### config.mk
export PLATFORM = sky130hd
export DESIGN_NAME = bn_seq_ctrl
export DESIGN_NICKNAME = d
export VERILOG_FILES = /design/src/rtl/bn_pkg.sv /design/src/rtl/bn_out_fifo.sv /design/src/rtl/bn_seq_ctrl.sv
export SDC_FILE = /design/constraint.sdc
export NUM_CORES = 1
export LEC_CHECK = 0
export CAP_MARGIN = 15
export CORE_MARGIN = 3
export CORE_UTILIZATION = 50
export DETAILED_ROUTE_END_ITERATION = 12
export PLACE_DENSITY = 0.74
export SYNTH_ARGS = -nofsm -noshare
export SYNTH_HDL_FRONTEND = slang
export SYNTH_HIERARCHICAL = 1
export SYNTH_SLANG_ARGS = --single-unit
export TNS_END_PERCENT = 50
### constraint.sdc
create_clock -name clk -period 42.1 [get_ports clk]
set_input_delay 8.42 -clock clk [delete_from_list [all_inputs] [get_ports clk]]
set_output_delay 8.42 -clock clk [all_outputs]
set_load 0.03 [all_outputs]
### src/rtl/bn_pkg.sv
// Shared definitions for the batch-norm sequencing controller: datapath
// word width, FSM state encoding and a few FP16 constants used around the
// BN datapath.
package bn_pkg;

   // Width of one FP16 lane.
   localparam int DATA_WIDTH = 16;

   // FP16 constants used by the BN datapath (1.0 and 0.25).
   localparam logic [15:0] ONE     = 16'h3C00;
   localparam logic [15:0] QUARTER = 16'h3400;

   // Controller states.
   typedef enum logic [1:0] {
      ST_IDLE  = 2'd0,
      ST_RUN   = 2'd1,
      ST_DRAIN = 2'd2,
      ST_DONE  = 2'd3
   } bn_state_e;

   // Advance a circular pointer, wrapping after last_idx.
   function automatic int unsigned wrap_inc(input int unsigned ptr, input int unsigned last_idx);
      if (ptr >= last_idx) begin
         return 0;
      end else begin
         return ptr + 1;
      end
   endfunction

endpackage

### src/rtl/bn_out_fifo.sv
// Synchronous output buffer for BN results. Circular storage with separate
// read/write pointers and an occupancy counter; push and pop in the same
// cycle leave the occupancy unchanged. The head entry is always visible on
// pop_data.
import bn_pkg::*;

module bn_out_fifo #(
   parameter int WIDTH = 128,
   parameter int DEPTH = 6
) (
   input  logic                         clk,
   input  logic                         reset,
   input  logic                         push,
   input  logic [WIDTH-1:0]             push_data,
   input  logic                         pop,
   output logic [WIDTH-1:0]             pop_data,
   output logic [$clog2(DEPTH+1)-1:0]   count,
   output logic                         empty,
   output logic                         full
);

   localparam int CW = $clog2(DEPTH + 1);
   localparam int PW = (DEPTH > 1) ? $clog2(DEPTH) : 1;

   logic [WIDTH-1:0] mem_r [DEPTH];
   logic [PW-1:0]    wr_ptr_r;
   logic [PW-1:0]    rd_ptr_r;
   logic [CW-1:0]    count_r;
   logic             do_push_s;
   logic             do_pop_s;

   assign do_push_s = push && (count_r != CW'(DEPTH));
   assign do_pop_s  = pop && (count_r != CW'(0));

   assign pop_data = mem_r[rd_ptr_r];
   assign count    = count_r;
   assign empty    = (count_r == CW'(0));
   assign full     = (count_r == CW'(DEPTH));

   // Storage write; contents need no reset because occupancy gates visibility.
   always_ff @(posedge clk) begin
      if (do_push_s) begin
         mem_r[wr_ptr_r] <= push_data;
      end else begin
         mem_r[wr_ptr_r] <= mem_r[wr_ptr_r];
      end
   end

   // Pointer and occupancy bookkeeping.
   always_ff @(posedge clk or posedge reset) begin
      if (reset) begin
         wr_ptr_r <= PW'(0);
         rd_ptr_r <= PW'(0);
         count_r  <= CW'(0);
      end else begin
         if (do_push_s) begin
            wr_ptr_r <= PW'(wrap_inc(32'(wr_ptr_r), 32'(DEPTH - 1)));
         end
         if (do_pop_s) begin
            rd_ptr_r <= PW'(wrap_inc(32'(rd_ptr_r), 32'(DEPTH - 1)));
         end
         case ({do_push_s, do_pop_s})
            2'b10:   count_r <= count_r + CW'(1);
            2'b01:   count_r <= count_r - CW'(1);
            default: count_r <= count_r;
         endcase
      end
   end

endmodule

### src/rtl/bn_seq_ctrl.sv
// Batch-norm sequencing controller. Accepts FRAME_LEN input vectors per
// frame, drives them to a fixed-latency BN datapath through dp_x, tracks
// in-flight vectors with a valid shift register, and captures the datapath
// results into an output FIFO. Input acceptance is throttled by a credit
// check (in-flight plus buffered must stay below the FIFO depth), so the
// FIFO can never overflow even with downstream stalled.
import bn_pkg::*;

module bn_seq_ctrl #(
   parameter int SIZE       = 8,
   parameter int CHANNEL    = 2,
   parameter int LATENCY    = 4,
   parameter int FIFO_DEPTH = 6,
   parameter int FRAME_LEN  = 64
) (
   input  logic                       clk,
   input  logic                       reset,
   input  logic                       start,
   input  logic                       in_valid,
   output logic                       in_ready,
   input  logic [DATA_WIDTH*SIZE-1:0] in_data,
   output logic [DATA_WIDTH*SIZE-1:0] dp_x,
   input  logic [DATA_WIDTH*SIZE-1:0] dp_out,
   output logic                       out_valid,
   input  logic                       out_ready,
   output logic [DATA_WIDTH*SIZE-1:0] out_data,
   output logic                       out_last,
   output logic                       busy,
   output logic                       done
);

   localparam int VW  = DATA_WIDTH * SIZE;
   localparam int FCW = $clog2(FRAME_LEN + 1);
   localparam int QCW = $clog2(FIFO_DEPTH + 1);

   // Legacy-compatible state constants, tied to the package encoding.
   localparam logic [1:0] S_IDLE  = ST_IDLE;
   localparam logic [1:0] S_RUN   = ST_RUN;
   localparam logic [1:0] S_DRAIN = ST_DRAIN;
   localparam logic [1:0] S_DONE  = ST_DONE;

   // Elaboration-time parameter sanity.
   if ((SIZE % CHANNEL) != 0) begin : g_bad_channel
      $error("bn_seq_ctrl: SIZE must be divisible by CHANNEL");
   end
   if (LATENCY < 1) begin : g_bad_latency
      $error("bn_seq_ctrl: LATENCY must be at least 1");
   end
   if (FIFO_DEPTH < LATENCY + 1) begin : g_bad_depth
      $error("bn_seq_ctrl: FIFO_DEPTH must be at least LATENCY+1");
   end
   if (FRAME_LEN < 1) begin : g_bad_frame
      $error("bn_seq_ctrl: FRAME_LEN must be at least 1");
   end

   logic [1:0]         state_r;
   logic [1:0]         state_nxt_s;
   logic [FCW-1:0]     in_cnt_r;
   logic [FCW-1:0]     out_cnt_r;
   logic [QCW-1:0]     inflight_r;
   logic [QCW-1:0]     fifo_count_s;
   logic [QCW:0]       credit_s;
   logic [LATENCY-1:0] vsr_r;
   logic [VW-1:0]      dp_x_r;
   logic               busy_r;
   logic               done_r;
   logic               accept_s;
   logic               push_s;
   logic               pop_s;
   logic               fifo_empty_s;
   logic               fifo_full_s;
   logic               frame_start_s;

   // Credit uses registered counts only; a pop this cycle does not free a slot
   // until the next cycle. The full term is redundant with the credit bound.
   assign credit_s      = {1'b0, inflight_r} + {1'b0, fifo_count_s};
   assign in_ready      = (state_r == S_RUN) && (in_cnt_r < FCW'(FRAME_LEN))
                          && (credit_s < (QCW+1)'(FIFO_DEPTH)) && !fifo_full_s;
   assign accept_s      = in_valid && in_ready;
   assign push_s        = vsr_r[LATENCY-1];
   assign out_valid     = !fifo_empty_s;
   assign pop_s         = out_valid && out_ready;
   assign out_last      = out_valid && (out_cnt_r == FCW'(FRAME_LEN - 1));
   assign frame_start_s = (state_r == S_IDLE) && start;
   assign dp_x          = dp_x_r;
   assign busy          = busy_r;
   assign done          = done_r;

   // Next-state decode for the frame sequencer.
   always_comb begin
      state_nxt_s = state_r;
      case (state_r)
         S_IDLE: begin
            if (start) begin
               state_nxt_s = S_RUN;
            end else begin
               state_nxt_s = S_IDLE;
            end
         end
         S_RUN: begin
            if (accept_s && (in_cnt_r == FCW'(FRAME_LEN - 1))) begin
               state_nxt_s = S_DRAIN;
            end else begin
               state_nxt_s = S_RUN;
            end
         end
         S_DRAIN: begin
            if (out_cnt_r == FCW'(FRAME_LEN)) begin
               state_nxt_s = S_DONE;
            end else begin
               state_nxt_s = S_DRAIN;
            end
         end
         S_DONE: begin
            state_nxt_s = S_IDLE;
         end
         default: begin
            state_nxt_s = S_IDLE;
         end
      endcase
   end

   // State register plus busy/done flags registered alongside it.
   always_ff @(posedge clk or posedge reset) begin
      if (reset) begin
         state_r <= S_IDLE;
         busy_r  <= 1'b0;
         done_r  <= 1'b0;
      end else begin
         state_r <= state_nxt_s;
         busy_r  <= (state_nxt_s == S_RUN) || (state_nxt_s == S_DRAIN);
         done_r  <= (state_nxt_s == S_DONE);
      end
   end

   // Frame input/output counters, cleared when a frame starts.
   always_ff @(posedge clk or posedge reset) begin
      if (reset) begin
         in_cnt_r  <= FCW'(0);
         out_cnt_r <= FCW'(0);
      end else if (frame_start_s) begin
         in_cnt_r  <= FCW'(0);
         out_cnt_r <= FCW'(0);
      end else begin
         if (accept_s) begin
            in_cnt_r <= in_cnt_r + FCW'(1);
         end
         if (pop_s) begin
            out_cnt_r <= out_cnt_r + FCW'(1);
         end
      end
   end

   // Valid shift register marks which datapath stages hold a live vector.
   always_ff @(posedge clk or posedge reset) begin
      if (reset) begin
         vsr_r <= LATENCY'(0);
      end else begin
         vsr_r <= (vsr_r << 1) | LATENCY'(accept_s);
      end
   end

   // In-flight counter mirrors the popcount of the valid shift register.
   always_ff @(posedge clk or posedge reset) begin
      if (reset) begin
         inflight_r <= QCW'(0);
      end else begin
         case ({accept_s, push_s})
            2'b10:   inflight_r <= inflight_r + QCW'(1);
            2'b01:   inflight_r <= inflight_r - QCW'(1);
            default: inflight_r <= inflight_r;
         endcase
      end
   end

   // Datapath operand register: loads on accept, otherwise holds.
   always_ff @(posedge clk or posedge reset) begin
      if (reset) begin
         dp_x_r <= VW'(0);
      end else if (accept_s) begin
         dp_x_r <= in_data;
      end else begin
         dp_x_r <= dp_x_r;
      end
   end

   bn_out_fifo #(
      .WIDTH (VW),
      .DEPTH (FIFO_DEPTH)
   ) u_fifo (
      .clk       (clk),
      .reset     (reset),
      .push      (push_s),
      .push_data (dp_out),
      .pop       (pop_s),
      .pop_data  (out_data),
      .count     (fifo_count_s),
      .empty     (fifo_empty_s),
      .full      (fifo_full_s)
   );

endmodule

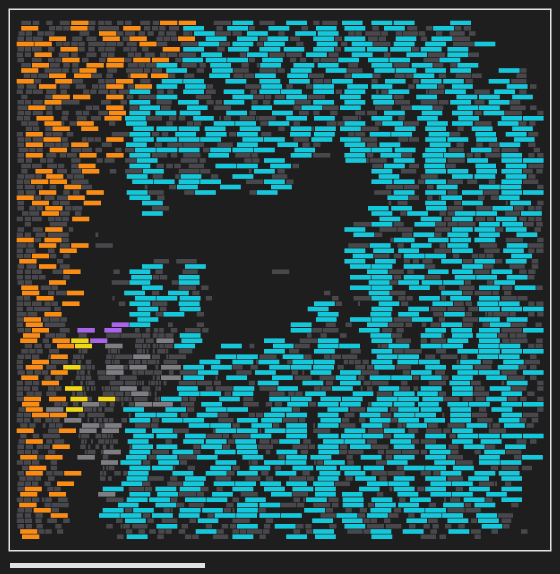
**Above:** run 1 (where the registers sit).
The bar under the picture is 100 um long. Other sequential cells in the stronger gray, the rest of the logic in the fainter gray.
| color | netlist name | flops |
|---|---|---|
| purple | vsr_r | 4 |
| yellow | in_cnt_r | 7 |
| orange | dp_x | 128 |
| cyan | u_fifo/mem_r | 768 |

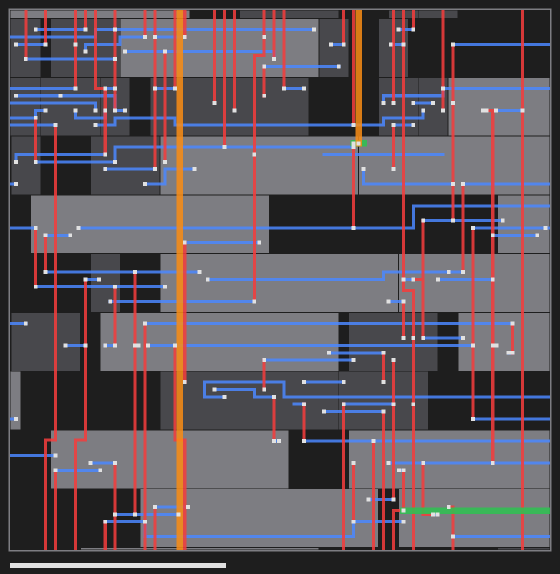
**Above:** run 1 (a small window of the routed layout).
The bar under the picture is 10 um long. Window x 57 to 82, y 57 to 82 um. Cells in gray, sequential cells in the stronger gray; small squares are vias.
| color | layer |
|---|---|
| blue | met1 |
| green | met3 |
| red | met2 |
| orange | met4 |
netlist names of flops here include: u_fifo/mem_r (8), u_fifo/count (2)
cells with their middle in the window: 27
sequential cells in the window: 11
most frequent: edfxtp_1 (8), inv_1 (3)

==> PnR_summary.wiki, run 1 <==
== Flow metrics ==
{| class="wikitable"
! Metric !! Value
|-
| Top cell family by delay on the critical path || buffers and inverters
|-
| Via count || approximately 18k
|-
| Sequential cells || just over 900
|-
| Run status || finished, final reports clean
|-
| Pre-CTS WS || ~30 ns
|-
| Power per cell area || 76.2 mW/mm^2
|-
| Final instance area || 0.0458 mm^2
|-
| Dominant logic cell types in the final layout || sky130_fd_sc_hd__edfxtp_1 (768), sky130_fd_sc_hd__clkdlybuf4s50_1 (521), sky130_fd_sc_hd__mux2_4 (210), sky130_fd_sc_hd__dfrtp_1 (159), sky130_fd_sc_hd__mux4_2 (128)
|-
| Overall overflow remaining after global route || 0
|-
| DRT antenna net count || 0
|-
| Clock slew at the register clock pins of the worst setup and hold paths || 0.06 ns
|-
| Non-clock inverter count in the final layout || 18
|-
| Adder and majority cell fraction of the synthesized area || less than 1%
|-
| Largest net degree at the start of global routing || between 100 and 150
|-
| Ys flop type || sky130_fd_sc_hd__edfxtp_1
|-
| Yosys cell count || between 1.5k and 2k
|-
| Iter 0 DRT Violations || 1115
|-
| Top cells by count, synth || sky130_fd_sc_hd__edfxtp_1 (768), sky130_fd_sc_hd__mux2_4 (210), sky130_fd_sc_hd__dfrtp_1 (162)
|-
| Final hold violation count || 0
|-
| Total of warnings raised by yosys || 6
|-
| Cell with the most instances on the worst path || sky130_fd_sc_hd__buf_4
|-
| Cells on worst reg2reg path || 8
|-
| Maximum count of clock buffers along a single path || 3
|-
| Power Total || between 3 and 4 mW
|-
| Dominant non-sequential cell family after synthesis || multiplexers
|-
| HPWL reported at the end of detailed placement || around 48 mm
|-
| Actual slew at the worst max-slew pin || 1.09 ns
|-
| Area fraction of clock buffers and clock inverters || approximately 6.5%
|-
| Floorplan utilization || a little over 50%
|-
| Share of flip-flops with an asynchronous set or reset after synthesis || approximately 17%
|-
| Number of max-capacitance violations reported || 0
|-
| Worst path arrival time || 5.00 ns
|-
| Post-Syn Nets || a little under 2k
|-
| Clock buf count || between 100 and 150
|-
| Placeable core region || ~0.072 mm^2
|-
| Mean number of vias per cell || 5.39
|-
| Non-Filler Instances || approximately 3.3k
|-
| Total of plain and repair buffers excluding clock buffers || roughly 550
|-
| Relative max-transition margin || a little over a quarter
|-
| Hold/Removal Path Class || flip-flop to flip-flop
|-
| Simple-gate share of the synthesized area || less than 1%
|-
| Number of gates resized after CTS || 0
|-
| Source-to-sink clock delay at the later pin of the worst-skew pair || ~0.63 ns
|-
| OpenROAD warnings || 38
|-
| Count of flip-flops with a built-in enable after synthesis || roughly 770
|-
| Most common cell in the synthesized netlist || sky130_fd_sc_hd__edfxtp_1
|-
| Multi-input gate share of total cell area || between 15 and 20%
|-
| Final worst-path setup slack || ~29 ns
|-
| Number of global-route vias before repair || between 15k and 20k
|-
| Leading cell kind || registers
|-
| Cell count along the critical path || 5
|-
| Post-Route Hold Slack || roughly 0.35 ns
|-
| Non-clock buffers, area share || 11.9%
|-
| Number of antenna violations at the first check in global routing || 13
|-
| Area taken by multi-input logic gates || about 0.009 mm^2
|-
| Number of hold buffers added after cts || 0
|-
| Part of the Yosys area used for sequential elements || 73.7%
|-
| Type of the setup path with the least slack || flip-flop to primary output
|-
| YS chip area || roughly 0.037 mm^2
|-
| Time the final worst path needs with I/O delays and setup || between 10 and 15 ns
|-
| Multiplexer share || 21.9%
|-
| Cell-by-cell listing of the critical path || buf_4 -> buf_4 -> mux2_2 -> mux4_2 -> clkdlybuf4s50_1
|-
| Total buffers and inverters traversed by the critical path || 3
|-
| Synthesized instance count || 1662
|-
| Final tally of max-slew violations || 0
|-
| Multi-In Gates || about 640
|-
| N_taps || 950
|-
| Top post-synthesis cells by area || sky130_fd_sc_hd__edfxtp_1 (63%), sky130_fd_sc_hd__dfrtp_1 (11%), sky130_fd_sc_hd__mux2_4 (8.6%), sky130_fd_sc_hd__mux4_2 (7.8%), sky130_fd_sc_hd__mux2_2 (2.8%)
|-
| Total number of H-tree levels || 3
|-
| Highest clock frequency the design can meet || between 0.07 and 0.08 GHz
|-
| Buffer type at the clock tree root || sky130_fd_sc_hd__clkbuf_16
|-
| Flip-flop and latch count after synthesis || between 900 and 1k
|-
| Number of CTS-inserted buffers || ~93
|-
| Storage element area || about 0.027 mm^2
|-
| Final Skew || roughly 0.026 ns
|-
| Register fraction of the total cell area || ~60%
|-
| # setup viols final || 0
|-
| Worst Hold Depth || 0
|-
| Worst EP required || about 34 ns
|-
| Critical Path Fanout Max || roughly 64
|-
| Gpl congestion || between 0.8 and 0.9
|-
| Number of distinct standard cells referenced by the synthesized netlist || approximately 49
|-
| First-pass GRT wire length || roughly 120 mm
|-
| Master of the slowest instance on the critical path || sky130_fd_sc_hd__dfrtp_4
|-
| Number of iterations in the first detailed-routing pass || 5
|-
| Relative area change from synthesis to final layout || 24.4%
|-
| Die Footprint || slightly below 0.08 mm^2
|-
| Setup tns final || 0 ns
|-
| Cell area after synthesis || about 0.037 mm^2
|-
| Post-route DRC violation count || 0
|-
| Peak VDD IR || around 0.056 mV
|-
| Cell Area, Placed || roughly 0.043 mm^2
|-
| Most numerous logic cell after layout || sky130_fd_sc_hd__edfxtp_1
|-
| Share of the synthesized area in the top cell type || 62.7%
|-
| Share of layout cells above drive strength 1 || a little over a quarter
|-
| Final period utilization || a little under a third
|-
| Library cell occupying the most area in the post-synthesis netlist || sky130_fd_sc_hd__edfxtp_1
|-
| Unrepaired setup endpoints after global routing || no
|-
| Element type at the critical path end || primary output
|-
| CP max stage delay || approximately 1 ns
|-
| Total Routed Length || 78.7 mm
|-
| Mean routed wirelength per cell || 24.2 um
|-
| TritonCTS clock tree || built
|-
| Count of filler cells inserted in the layout || 4827
|-
| Row cnt || roughly 98
|-
| Number of buffers inserted to repair setup after CTS || 0
|-
| Final Net Count || approximately 2.5k
|-
| Post-synthesis share of cell area spent on and-or and or-and gates || 0.561%
|-
| DIE HEIGHT || between 200 and 300 um
|-
| Ant diodes || 6
|-
| Width of the die || 277 um
|-
| Number of placed cells counting well taps || about 3k
|-
| Sort of element at the start of the critical path || flip-flop
|-
| Number of clock sinks || ~930
|-
| Average size of a mapped cell || approximately 22 um^2
|-
| Post-Synth XOR/XNOR Area || less than 1%
|-
| Leakage power figure || between 15 and 20 nW
|}
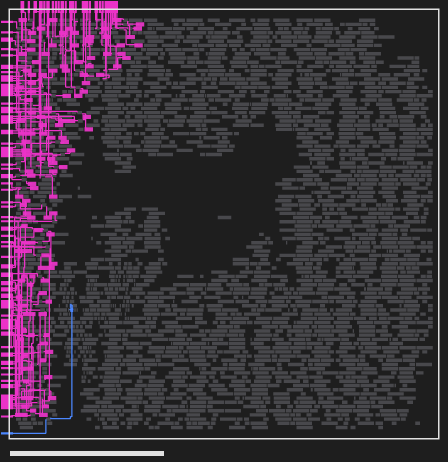
**Above:** run 1 (port wiring).
The bar under the picture is 100 um long.
| color | port | direction | end cells | buffers | wire |
|---|---|---|---|---|---|
| magenta | in_data | input | 128 | 128 | 4720 um |
| blue | in_valid | input | 2 | 1 | 123 um |
Top Ports: 522
Buffers on Ports: 521

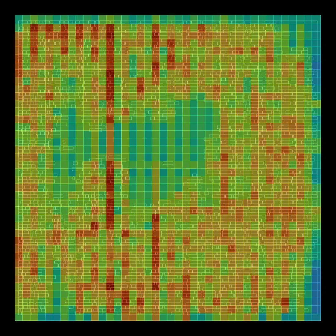
**Above:** run 1 (congestion heat map).
global-route usage over all layers: 20.5%
fin util: 63.4%

## run 1: state kept, by name (all words and copies together), names as in the netlist
name	count
u_fifo/mem_r	768
dp_x	128
in_cnt_r	7
out_cnt_r	7
vsr_r	4
inflight_r	3
u_fifo/count	3
u_fifo/rd_ptr_r	3
u_fifo/wr_ptr_r	3
state_r	2
busy	1
done	1
## run 1: final timing paths
kind / slack [ns] / startpoint / to
worst max-delay path: 28.68 / u_fifo/rd_ptr_r[1]$_DFFE_PP0P_ / out_data[36]
worst min-delay path: 0.35 / vsr_r[1]$_DFF_PP0_ / vsr_r[2]$_DFF_PP0_
worst max register to register: 38.09 / u_fifo/count[0]$_DFFE_PP0P_ / dp_x[16]$_DFFE_PP0P_
worst min register to register: 0.35 / vsr_r[1]$_DFF_PP0_ / vsr_r[2]$_DFF_PP0_
max in group asynchronous: 32.29 / reset / dp_x[12]$_DFFE_PP0P_
min in group asynchronous: 8.25 / reset / u_fifo/count[2]$_DFFE_PP0P_
## run 1: per-layer routing
| metal | wire length, um | part of all wire [%] | vias up | global-route usage (%) |
|---|---|---|---|---|
| met5 | 103 | 0.13 | - | 0 |
| met4 | 1990 | 2.5 | 16 | 5.87 |
| met3 | 5600 | 7.1 | 131 | 5.73 |
| met2 | 39500 | 50 | 550 | 34.3 |
| met1 | 31500 | 40 | 9042 | 26.3 |
| li1 | - | - | 7786 | - |
## run 1: cell families after synthesis
family	Yosys count
adders and majority gates	15
xor gates and xnor gates	12
and+or+nand+nor	60
buffers and inverters	96
AOI/OAI and AO/OA	31
DFF	930
muxes	518
## run 1: where the power goes
group	switching, mW	internal (mW)	total, mW	leakage (nW)
Sequential	0.0958	1.16	1.25	8.86
Clock	0.335	0.469	0.803	1.46
Combinational	0.731	0.701	1.43	5.64
Total	1.16	2.33	3.49	16.0
==> inputs of run 2 (changes only) <==
--- a/config.mk
+++ b/config.mk
@@ -7,9 +7,9 @@
 export LEC_CHECK = 0
 export CAP_MARGIN = 15
 export CORE_MARGIN = 3
-export CORE_UTILIZATION = 50
+export CORE_UTILIZATION = 49
 export DETAILED_ROUTE_END_ITERATION = 12
-export PLACE_DENSITY = 0.74
+export PLACE_DENSITY = 0.76
 export SYNTH_ARGS = -nofsm -noshare
 export SYNTH_HDL_FRONTEND = slang
 export SYNTH_HIERARCHICAL = 1
==> constraint.sdc (replaced) <==
create_clock -name clk -period 10.7 [get_ports clk]
set_input_delay 2.14 -clock clk [delete_from_list [all_inputs] [get_ports clk]]
set_output_delay 2.14 -clock clk [all_outputs]
set_load 0.03 [all_outputs]
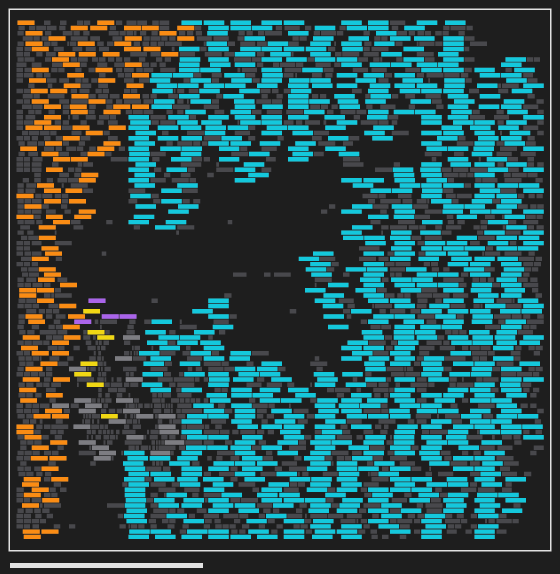
**Above:** run 2 (where the registers sit).
The bar under the picture is 100 um long. Other sequential cells in the stronger gray, the rest of the logic in the fainter gray.
| color | netlist name | flops |
|---|---|---|
| cyan | u_fifo/mem_r | 768 |
| yellow | in_cnt_r | 7 |
| orange | dp_x | 128 |
| purple | vsr_r | 4 |
fin util: 62.3%
storage element area: 0.0271 mm^2
register fraction of the total cell area: 59.1%
sequential cell power: 4.90 mW

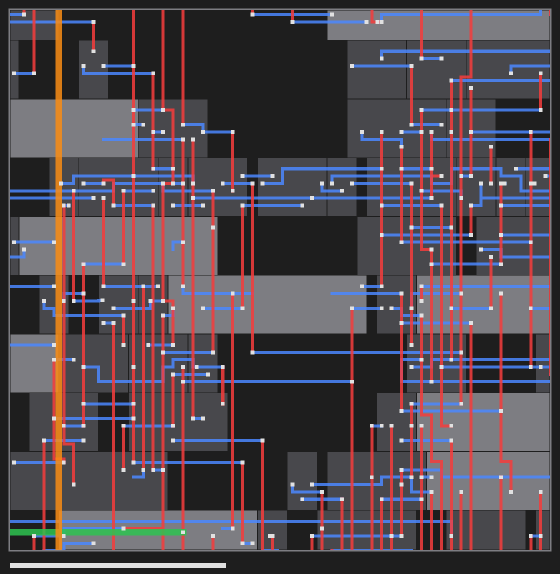
**Above:** run 2 (a small window of the routed layout).
The bar under the picture is 10 um long. Window x 58 to 83, y 58 to 83 um. Cells in gray, sequential cells in the stronger gray; small squares are vias.
| color | layer |
|---|---|
| orange | met4 |
| red | met2 |
| blue | met1 |
| green | met3 |
cells with their middle in the window: 44
sequential cells in the window: 8
most frequent: inv_1 (6), dfrtp_1 (6), ha_1 (5)
netlist names of flops here include: u_fifo/count (3), u_fifo/wr_ptr_r (3)

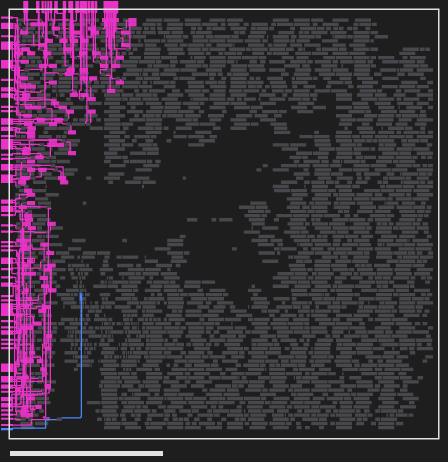
**Above:** run 2 (port wiring).
The bar under the picture is 100 um long.
| color | port | direction | end cells | buffers | wire |
|---|---|---|---|---|---|
| blue | in_valid | input | 2 | 1 | 130 um |
| magenta | in_data | input | 128 | 128 | 4490 um |

==> PnR_summary.wiki, run 2 <==
== Flow metrics ==
{| class="wikitable"
! Metric !! Value
|-
| Area fraction of clock buffers and clock inverters || 6.61% (+0.087 points)
|-
| Part of the Yosys area used for sequential elements || 73.7% (unchanged)
|-
| Number of hold buffers added after cts || 0 (unchanged)
|-
| Relative max-transition margin || 17.0% (-10 points)
|-
| Iter 0 DRT Violations || 1145 (+2.7%)
|-
| Ys flop type || sky130_fd_sc_hd__edfxtp_1
|-
| Power per cell area || 300 mW/mm^2 (+290%)
|-
| Peak VDD IR || 0.284 mV (+400%)
|-
| Number of gates resized after CTS || 0 (unchanged)
|-
| Gpl congestion || 0.751 (-6.8%)
|-
| Actual slew at the worst max-slew pin || 1.24 ns (+0.152 ns)
|-
| Type of the setup path with the least slack || flip-flop to primary output
|-
| Top Ports || 522 (unchanged)
|-
| Share of layout cells above drive strength 1 || 26.5% (+0.30 points)
|-
| Most numerous logic cell after layout || sky130_fd_sc_hd__edfxtp_1
|-
| Yosys cell count || 1662 (unchanged)
|-
| Library cell occupying the most area in the post-synthesis netlist || sky130_fd_sc_hd__edfxtp_1
|-
| Total number of H-tree levels || 3 (unchanged)
|-
| Multi-In Gates || 636 (unchanged)
|-
| Number of iterations in the first detailed-routing pass || 5 (unchanged)
|-
| Hold/Removal Path Class || flip-flop to flip-flop
|-
| Sort of element at the start of the critical path || flip-flop
|-
| Topmost layer with routed signal wires || met5
|-
| Critical Path Fanout Max || 60 (-6.3%)
|-
| N_taps || 959 (+0.95%)
|-
| HPWL reported at the end of detailed placement || 49.1 mm (+2.5%)
|-
| Final Net Count || 2511 (+0.44%)
|-
| Sequential cells || 930 (unchanged)
|-
| DIE HEIGHT || 280 um (+0.99%)
|-
| Met1 WL || 31.0 mm (-1.5%)
|-
| Cell area after synthesis || 0.0368 mm^2 (unchanged)
|-
| Overall overflow remaining after global route || 0 (unchanged)
|-
| Run status || finished, final reports clean
|-
| Worst EP required || 8.56 ns (-25.12 ns)
|-
| Master of the slowest instance on the critical path || sky130_fd_sc_hd__dfrtp_4
|-
| Flop-to-flop setup slack || 6.63 ns (-31.46 ns)
|-
| TritonCTS clock tree || built
|-
| Most flops, register || u_fifo/mem_r
|-
| Mean number of vias per cell || 5.41 (+0.46%)
|-
| Number of distinct standard cells referenced by the synthesized netlist || 49 (unchanged)
|-
| Element type at the critical path end || primary output
|-
| # setup viols final || 0 (unchanged)
|-
| Worst path arrival time || 4.17 ns (-0.83 ns)
|-
| Source-to-sink clock delay at the later pin of the worst-skew pair || 0.65 ns (+0.02 ns)
|-
| Final hold violation count || 0 (unchanged)
|-
| Number of buffers inserted to repair setup after CTS || 0 (unchanged)
|-
| Mean routed wirelength per cell || 24.1 um (-0.50%)
|-
| Count of flip-flops with a built-in enable after synthesis || 768 (unchanged)
|-
| Maximum count of clock buffers along a single path || 3 (unchanged)
|-
| Met3 Routed Length || 5.34 mm (-4.6%)
|-
| Placeable core region || 0.0737 mm^2 (+2.0%)
|-
| Leakage power figure || 16.0 nW (+0.35%)
|-
| Clock buf count || 122 (+5.2%)
|-
| Via count || 17.7k (+1.3%)
|-
| Max FFs per register || 768 (unchanged)
|-
| Most common cell in the synthesized netlist || sky130_fd_sc_hd__edfxtp_1
|-
| Flip-flop and latch count after synthesis || 930 (unchanged)
|-
| Width of the die || 280 um (+0.99%)
|-
| Global-route met1 utilization || 25.2% (-1.1 points)
|-
| Number of max-capacitance violations reported || 0 (unchanged)
|-
| Buffers on Ports || 521 (unchanged)
|-
| Share of flip-flops with an asynchronous set or reset after synthesis || 17.4% (unchanged)
|-
| Final worst-path setup slack || 4.39 ns (-24.28 ns)
|-
| Share of the synthesized area in the top cell type || 62.7% (unchanged)
|-
| Synthesized instance count || 1662 (unchanged)
|-
| Dominant logic cell types in the final layout || sky130_fd_sc_hd__edfxtp_1 (768), sky130_fd_sc_hd__clkdlybuf4s50_1 (521), sky130_fd_sc_hd__mux2_4 (210), sky130_fd_sc_hd__dfrtp_1 (159), sky130_fd_sc_hd__mux4_2 (128)
|-
| Highest clock frequency the design can meet || about 0.16 GHz
|-
| Number of global-route vias before repair || 19.5k (+2.3%)
|-
| Number of antenna violations at the first check in global routing || 11 (-2)
|-
| Ant diodes || 4 (-2)
|-
| Global-route usage over all layers || 20.1% (-0.32 points)
|-
| Cell-by-cell listing of the critical path || buf_4 -> mux2_2 -> mux4_2 -> clkdlybuf4s50_1
|-
| Average size of a mapped cell || 22.1 um^2 (unchanged)
|-
| Total Routed Length || 78.9 mm (+0.30%)
|-
| Pre-CTS WS || 4.93 ns (-24.33 ns)
|-
| Clock slew at the register clock pins of the worst setup and hold paths || 0.06 ns (about the same)
|-
| Non-clock buffers, area share || 11.9% (+0.063 points)
|-
| Non-clock inverter count in the final layout || 18 (unchanged)
|-
| Most crowded layer after global routing || met2
|-
| Die Footprint || 0.0784 mm^2 (+2.0%)
|}
[run 2: through the flow]
| stage | hold slack [ns] | std cells | instance area, um^2 |
|---|---|---|---|
| detailed placement | 0.335 | 3097 | 42800 |
| CTS | 0.348 | 3274 | 45900 |
| global placement | 0.332 | 3097 | 42800 |
| global route | 0.352 | 3276 | 45900 |
| finish | 0.347 | 3278 | 45900 |
| floorplan | 0.331 | 1662 | 36800 |
[run 2: worst max-delay path, delay by kind of cell (launching register included)]
kind | cells | cell delay (ns)
multiplexers | 2 | 0.88
flip-flops | 1 | 0.99
buffers and inverters | 2 | 1.53
[run 2: cell families (layout without fill, tap and decap cells)]
family | Yosys count | count (layout) | synth area share (%)
xor+xnor | 12 | 12 | 0.286
fa+ha+maj | 15 | 15 | 0.571
compound gates | 31 | 31 | 0.561
flops | 930 | 930 | 73.7
other cells | 0 | 4 | 0
mux | 518 | 518 | 21.9
buf+inv | 96 | 749 | 2.06
simple gates | 60 | 60 | 0.911
[run 2: worst paths after layout]
path | startpoint | end | depth (start not counted)
worst max register to register | u_fifo/count[0]$_DFFE_PP0P_ | dp_x[46]$_DFFE_PP0P_ | 8
min in group asynchronous | reset | u_fifo/wr_ptr_r[0]$_DFFE_PP0P_ | 2
worst min-delay path | vsr_r[2]$_DFF_PP0_ | vsr_r[3]$_DFF_PP0_ | 0
worst max-delay path | u_fifo/rd_ptr_r[1]$_DFFE_PP0P_ | out_data[39] | 4
worst min register to register | vsr_r[2]$_DFF_PP0_ | vsr_r[3]$_DFF_PP0_ | 0
max in group asynchronous | reset | dp_x[98]$_DFFE_PP0P_ | 3
[run 2: where the power goes]
group / internal [mW] / switching (mW)
registers: 4.55 / 0.344
logic: 2.77 / 2.91
clock network: 1.83 / 1.35
Power figures rest on the tool's default switching activity, not on a simulated workload.
